$ cat src/rtl/mul_pipe_cdb_pkg.sv
// Shared types and default widths for the pipelined multiplier feeding the CDB.
// The flush feature of mul_pipe_cdb is enabled by defining MUL_FLUSH_EN.
package mul_pipe_cdb_pkg;

    localparam int DEF_XLEN    = 32;
    localparam int DEF_PRF_LEN = 6;
    localparam int DEF_ROB_LEN = 5;

    typedef enum logic [1:0] {
        MUL    = 2'd0,
        MULH   = 2'd1,
        MULHSU = 2'd2,
        MULHU  = 2'd3
    } mul_func_t;

    typedef struct packed {
        logic                   valid;
        logic [DEF_XLEN-1:0]    opa;
        logic [DEF_XLEN-1:0]    opb;
        mul_func_t              func;
        logic [DEF_PRF_LEN-1:0] prf_idx;
        logic [DEF_ROB_LEN-1:0] rob_idx;
        logic [DEF_XLEN-1:0]    pc;
    } MUL_PACKET;

    function automatic logic opa_signed(mul_func_t f);
        return f != MULHU;
    endfunction

    function automatic logic opb_signed(mul_func_t f);
        return (f == MUL) || (f == MULH);
    endfunction

endpackage

$ cat src/rtl/mul_pipe_stage.sv
// One multiplier stage: folds BITS multiplier bits into the partial product
// and passes the tags along. Valid clears synchronously; data is unreset.
module mul_pipe_stage
    import mul_pipe_cdb_pkg::*;
#(
    parameter int XLEN    = DEF_XLEN,
    parameter int PRF_LEN = DEF_PRF_LEN,
    parameter int ROB_LEN = DEF_ROB_LEN,
    parameter int BITS    = 16
) (
    input  logic                 clock,
    input  logic                 clear_i,
    input  logic                 en_i,
    input  logic                 valid_i,
    input  mul_func_t            func_i,
    input  logic                 sign_i,
    input  logic [PRF_LEN-1:0]   prf_i,
    input  logic [ROB_LEN-1:0]   rob_i,
    input  logic [XLEN-1:0]      pc_i,
    input  logic [2*XLEN-1:0]    prod_i,
    input  logic [2*XLEN-1:0]    mcand_i,
    input  logic [2*XLEN-1:0]    mplier_i,
    output logic                 valid_o,
    output mul_func_t            func_o,
    output logic                 sign_o,
    output logic [PRF_LEN-1:0]   prf_o,
    output logic [ROB_LEN-1:0]   rob_o,
    output logic [XLEN-1:0]      pc_o,
    output logic [2*XLEN-1:0]    prod_o,
    output logic [2*XLEN-1:0]    mcand_o,
    output logic [2*XLEN-1:0]    mplier_o
);
    localparam int W = 2 * XLEN;
    localparam logic [W-1:0] MASK = {W{1'b1}} >> (W - BITS);

    logic               valid_q, valid_d;
    mul_func_t          func_q;
    logic               sign_q;
    logic [PRF_LEN-1:0] prf_q;
    logic [ROB_LEN-1:0] rob_q;
    logic [XLEN-1:0]    pc_q;
    logic [W-1:0]       prod_q, prod_d;
    logic [W-1:0]       mcand_q, mcand_d;
    logic [W-1:0]       mplier_q, mplier_d;

    always_comb begin
        valid_d  = valid_q;
        if (clear_i)
            valid_d = 1'b0;
        else if (en_i)
            valid_d = valid_i;
        prod_d   = prod_i + mcand_i * (mplier_i & MASK);
        mcand_d  = mcand_i << BITS;
        mplier_d = mplier_i >> BITS;
    end

    always_ff @(posedge clock) begin
        valid_q <= valid_d;
    end

    always_ff @(posedge clock) begin
        if (en_i) begin
            func_q   <= func_i;
            sign_q   <= sign_i;
            prf_q    <= prf_i;
            rob_q    <= rob_i;
            pc_q     <= pc_i;
            prod_q   <= prod_d;
            mcand_q  <= mcand_d;
            mplier_q <= mplier_d;
        end
    end

    assign valid_o  = valid_q;
    assign func_o   = func_q;
    assign sign_o   = sign_q;
    assign prf_o    = prf_q;
    assign rob_o    = rob_q;
    assign pc_o     = pc_q;
    assign prod_o   = prod_q;
    assign mcand_o  = mcand_q;
    assign mplier_o = mplier_q;

endmodule

$ cat src/rtl/mul_pipe_cdb.sv
// STAGES-deep sign/magnitude multiplier with a CDB output register.
// Define MUL_FLUSH_EN to add the flush port that squashes in-flight work.
module mul_pipe_cdb
    import mul_pipe_cdb_pkg::*;
#(
    parameter int XLEN    = DEF_XLEN,
    parameter int STAGES  = 4,
    parameter int PRF_LEN = DEF_PRF_LEN,
    parameter int ROB_LEN = DEF_ROB_LEN
) (
    input  logic               clock,
    input  logic               reset,
    input  logic               in_valid,
    output logic               in_ready,
    input  logic [XLEN-1:0]    in_opa,
    input  logic [XLEN-1:0]    in_opb,
    input  mul_func_t          in_func,
    input  logic [PRF_LEN-1:0] in_prf_idx,
    input  logic [ROB_LEN-1:0] in_rob_idx,
    input  logic [XLEN-1:0]    in_pc,
    output logic               out_valid,
    input  logic               out_ready,
    output logic [XLEN-1:0]    out_value,
    output logic [PRF_LEN-1:0] out_prf_idx,
    output logic [ROB_LEN-1:0] out_rob_idx,
    output logic [XLEN-1:0]    out_pc,
`ifdef MUL_FLUSH_EN
    input  logic               flush,
`endif
    output logic               busy
);
    localparam int W    = 2 * XLEN;
    localparam int BITS = W / STAGES;

    logic               adv, kill, a_neg, b_neg;
    logic [W-1:0]       a_mag, b_mag, full;
    logic [XLEN-1:0]    result;
    logic               unused_tail;

    logic [STAGES:0]    v, s;
    mul_func_t          f      [STAGES+1];
    logic [PRF_LEN-1:0] prf    [STAGES+1];
    logic [ROB_LEN-1:0] rob    [STAGES+1];
    logic [XLEN-1:0]    pc     [STAGES+1];
    logic [W-1:0]       prod   [STAGES+1];
    logic [W-1:0]       mcand  [STAGES+1];
    logic [W-1:0]       mplier [STAGES+1];

    logic               out_valid_q, out_valid_d;
    logic [XLEN-1:0]    out_value_q;
    logic [PRF_LEN-1:0] out_prf_q;
    logic [ROB_LEN-1:0] out_rob_q;
    logic [XLEN-1:0]    out_pc_q;

    assign adv = !out_valid_q || out_ready;
`ifdef MUL_FLUSH_EN
    assign kill     = reset || flush;
    assign in_ready = adv && !flush;
`else
    assign kill     = reset;
    assign in_ready = adv;
`endif

    // Operands become zero-extended magnitudes; the sign is reapplied at the end.
    always_comb begin
        a_neg = opa_signed(in_func) && in_opa[XLEN-1];
        b_neg = opb_signed(in_func) && in_opb[XLEN-1];
        a_mag = {{XLEN{1'b0}}, (a_neg ? -in_opa : in_opa)};
        b_mag = {{XLEN{1'b0}}, (b_neg ? -in_opb : in_opb)};
    end

    assign v[0]      = in_valid && in_ready;
    assign s[0]      = a_neg ^ b_neg;
    assign f[0]      = in_func;
    assign prf[0]    = in_prf_idx;
    assign rob[0]    = in_rob_idx;
    assign pc[0]     = in_pc;
    assign prod[0]   = '0;
    assign mcand[0]  = a_mag;
    assign mplier[0] = b_mag;

    for (genvar i = 0; i < STAGES; i++) begin : g_stage
        mul_pipe_stage #(
            .XLEN    (XLEN),
            .PRF_LEN (PRF_LEN),
            .ROB_LEN (ROB_LEN),
            .BITS    (BITS)
        ) u_stage (
            .clock    (clock),
            .clear_i  (kill),
            .en_i     (adv),
            .valid_i  (v[i]),
            .func_i   (f[i]),
            .sign_i   (s[i]),
            .prf_i    (prf[i]),
            .rob_i    (rob[i]),
            .pc_i     (pc[i]),
            .prod_i   (prod[i]),
            .mcand_i  (mcand[i]),
            .mplier_i (mplier[i]),
            .valid_o  (v[i+1]),
            .func_o   (f[i+1]),
            .sign_o   (s[i+1]),
            .prf_o    (prf[i+1]),
            .rob_o    (rob[i+1]),
            .pc_o     (pc[i+1]),
            .prod_o   (prod[i+1]),
            .mcand_o  (mcand[i+1]),
            .mplier_o (mplier[i+1])
        );
    end

    assign unused_tail = ^{mcand[STAGES], mplier[STAGES]};

    always_comb begin
        full   = s[STAGES] ? -prod[STAGES] : prod[STAGES];
        result = (f[STAGES] == MUL) ? full[XLEN-1:0] : full[W-1:XLEN];
    end

    always_comb begin
        out_valid_d = out_valid_q;
        if (kill)
            out_valid_d = 1'b0;
        else if (adv)
            out_valid_d = v[STAGES];
    end

    always_ff @(posedge clock) begin
        out_valid_q <= out_valid_d;
    end

    always_ff @(posedge clock) begin
        if (adv && v[STAGES]) begin
            out_value_q <= result;
            out_prf_q   <= prf[STAGES];
            out_rob_q   <= rob[STAGES];
            out_pc_q    <= pc[STAGES];
        end
    end

    assign out_valid   = out_valid_q;
    assign out_value   = out_value_q;
    assign out_prf_idx = out_prf_q;
    assign out_rob_idx = out_rob_q;
    assign out_pc      = out_pc_q;
    assign busy        = (|v[STAGES:1]) || out_valid_q;

endmodule

$ cat config.mk
export PLATFORM = sky130hd
export DESIGN_NAME = mul_pipe_cdb
export DESIGN_NICKNAME = d
export VERILOG_FILES = /design/src/rtl/mul_pipe_cdb_pkg.sv /design/src/rtl/mul_pipe_stage.sv /design/src/rtl/mul_pipe_cdb.sv
export SDC_FILE = /design/constraint.sdc
export NUM_CORES = 2
export LEC_CHECK = 0
export CAP_MARGIN = 20
export CELL_PAD_IN_SITES_DETAIL_PLACEMENT = 0
export CELL_PAD_IN_SITES_GLOBAL_PLACEMENT = 1
export CORE_UTILIZATION = 40
export DETAILED_ROUTE_END_ITERATION = 12
export HOLD_SLACK_MARGIN = 0.08
export PLACE_DENSITY_LB_ADDON = 0.1
export SLEW_MARGIN = 40
export SYNTH_ARGS = -nofsm -noshare
export SYNTH_HDL_FRONTEND = slang
export SYNTH_SLANG_ARGS = --single-unit
$ cat constraint.sdc
create_clock -name clock -period 18.9 [get_ports clock]
set_clock_uncertainty 0.05 [all_clocks]
set_input_delay 3.78 -clock clock [delete_from_list [all_inputs] [get_ports clock]]
set_output_delay 3.78 -clock clock [all_outputs]
set_load 0.02 [all_outputs]
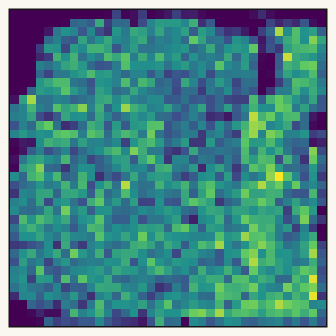
**Above:** placement density heat map.
The die is cut into 37 by 37 equal tiles; dark purple is low, yellow is high, 0 to 100% covered.
- emptiest ninth of the die: top left
- densest ninth of the die: bottom right
- mean over tiles: 43%
initial core utilization: 40.5%
Core ar.: 0.132 mm2
final core occ: 45.5%

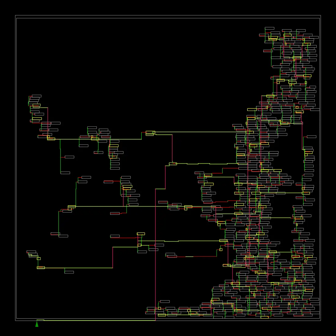
**Above:** the clock network.
number of clock buffers in the layout: 65
CTS Sinks: 552
flop count: 552
cts bufs inserted: 58

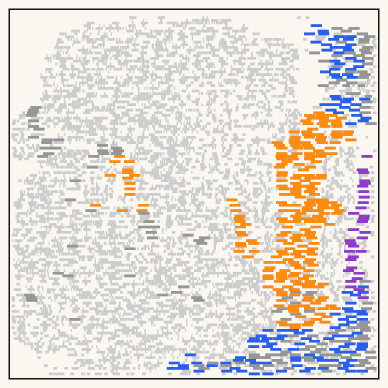
**Above:** where the registers sit.
Drawn at 1 px/um. Other sequential cells in the stronger gray, the rest of the logic in the fainter gray.
- purple: out_value (placed flops 32)
- orange: g_stage.u_stage.prod_o (placed flops 240)
- blue: g_stage.u_stage.pc_o (placed flops 128)
- not colored: 152
Seq/total area: 27.5%
Reg area: 0.0165 mm2

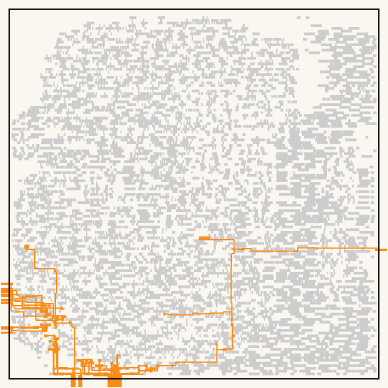
**Above:** nets reached from selected ports.
Drawn at 1 px/um.
- orange: in_opa (bits 32; direction input; end cells 79; wire 2280 um)

==> results.py <==
# Physical implementation metrics
metrics = {
    "run_status": {
        "status": "complete, no violations",
    },
    "routing": {
        "wire_per_inst_um": 20.6,
        "route.met2.wl_um": 67400,
        "top_layer": "met4",
        "dr.pass1.iters": 6,
        "drt-met1-wl_um": 68300,
        "wl_met3_um": 7180,
        "dr_total_vias": 35599,
        "viasPerCell": 5.03,
    },
    "yosys": {
        "netlist_instances": 5112,
        "ff_type": "edfxtp_1",
        "floorplan.nets": 6339,
        "avgSynthCellArea_um2": 10.5,
        "topCellsByArea": "fa_1 31%, edfxtp_1 31%, inv_1 6.6%",
        "ys_sh_xor_pct": 4.04,
        "ys_ff": 552,
        "yosys.area.top_type": "fa_1",
        "edf_count": 547,
        "synthTopCellsByCount": "942 x inv_1, 837 x fa_1, 798 x nand2_1, 547 x edfxtp_1, 277 x ha_1",
        "yosysUniqueCellTypes": 74,
        "synthMuxAreaShare_pct": 0.173,
        "simple_gate_share_pct": 13.0,
        "ys_seq_share_pct": 30.8,
        "topCombFamilyByArea": "adder cells",
    },
    "global_route": {
        "grt_max_degree": 95,
        "antenna_found_initial": 1,
        "grtUsageMet3_pct": 2.94,
        "use_met2_pct": 35.6,
        "busiest_layer": "met2",
        "use_met1_pct": 31.3,
        "grt_pass1_vias": 37790,
        "gr-total-overflow": 0,
        "grt_pass1_wl_um": 227000,
    },
    "clock_tree": {
        "clock_path_buffers": 3,
        "clockRootBuffer": "clkbuf_16",
        "clkTransAtPathRegs_ns": 0.06,
        "cts_hold_buf": 0,
        "cts_setup_buffers": 0,
        "tritoncts": "built",
    },
    "sta": {
        "post-route-min-period_ns": 13.32,
        "slew_headroom_pct": 43.0,
        "fin_setup_tns_ns": 0,
        "rsz0062_at_grt": "no",
        "max_clock_freq_mhz": 75.1,
        "setup_viol": 0,
        "worstMarginPinSlew_ns": 0.855,
    },
    "floorplanning": {
        "io_pins": 191,
        "rows": 133,
        "dieArea_mm2": 0.135,
        "fp.dieH_um": 368,
        "dieWidth_um": 368,
    },
    "critical_path": {
        "slowest_delay_ns": 0.65,
        "crit_slowest_cell": "xnor2_1",
        "critPathBufInv": 6,
        "worstSetupPathType": "input pin to flop",
        "end_kind": "flop",
    },
    "flow_run": {
        "warnings": 28,
        "cap_violations": 0,
    },
    "placement": {
        "hpwl_um": 114000,
        "post-place-ws_ns": 4.97,
        "numPortBuffers": 190,
    },
    "worst_hold_path": {
        "hold_path.class": "flop to flop",
    },
    "final_layout": {
        "layout_top_cell": "inv_1",
        "drive_above_1_share_pct": 4.72,
        "stdcell_area_mm2": 0.0601,
        "synthToLayoutAreaGrowth_pct": 12.1,
        "num-fill-cells": 12680,
        "nNetsFinal": 6497,
    },
}
[worst paths after layout]
path	from	to	slack [ns]	cells past startpoint
min	g_stage[1].u_stage.prod_o[56]	g_stage[2].u_stage.prod_o[56]	0.33	0
max	in_opa[6]	g_stage[0].u_stage.prod_o[47]	5.58	32
max reg2reg	g_stage[0].u_stage.mplier_o[1]	g_stage[1].u_stage.prod_o[56]	9.72	32
min reg2reg	g_stage[1].u_stage.prod_o[56]	g_stage[2].u_stage.prod_o[56]	0.33	0
[layout make-up]
| class | count | area [um2] | area share, % |
|---|---|---|---|
| multi-input combinational | 3413 | 32900 | 54.8 |
| tap | 1755 | 2200 | 3.66 |
| sequential | 552 | 16500 | 27.5 |
| clock inverter | 45 | 566 | 0.942 |
| inverter | 952 | 3580 | 5.96 |
| timing repair buffer | 293 | 2810 | 4.69 |
| clock buffer | 65 | 1480 | 2.46 |
[state kept, by name, indices dropped and copies added (netlist names)]
register / cells
g_stage.u_stage.rob_o: 20
g_stage.u_stage.valid_o: 4
g_stage.u_stage.prod_o: 240
g_stage.u_stage.sign_o: 4
out_pc: 32
out_value: 32
g_stage.u_stage.prf_o: 24
g_stage.u_stage.func_o: 8
g_stage.u_stage.pc_o: 128
out_valid: 1
out_rob_idx: 5
out_prf_idx: 6
g_stage.u_stage.mplier_o: 16
g_stage.u_stage.mcand_o: 32
[through the flow]
step | utilization, % | hold slack [ns] | std cells
6_report | 45.5 | 0.326 | 7075
5_1_grt | 45.5 | 0.333 | 7075
4_1_cts | 45.4 | 0.318 | 7068
3_5_place_dp | 43.8 | 0.355 | 6958
3_3_place_gp | 43.6 | 0.350 | 6939
2_1_floorplan | - | 0.350 | 5112
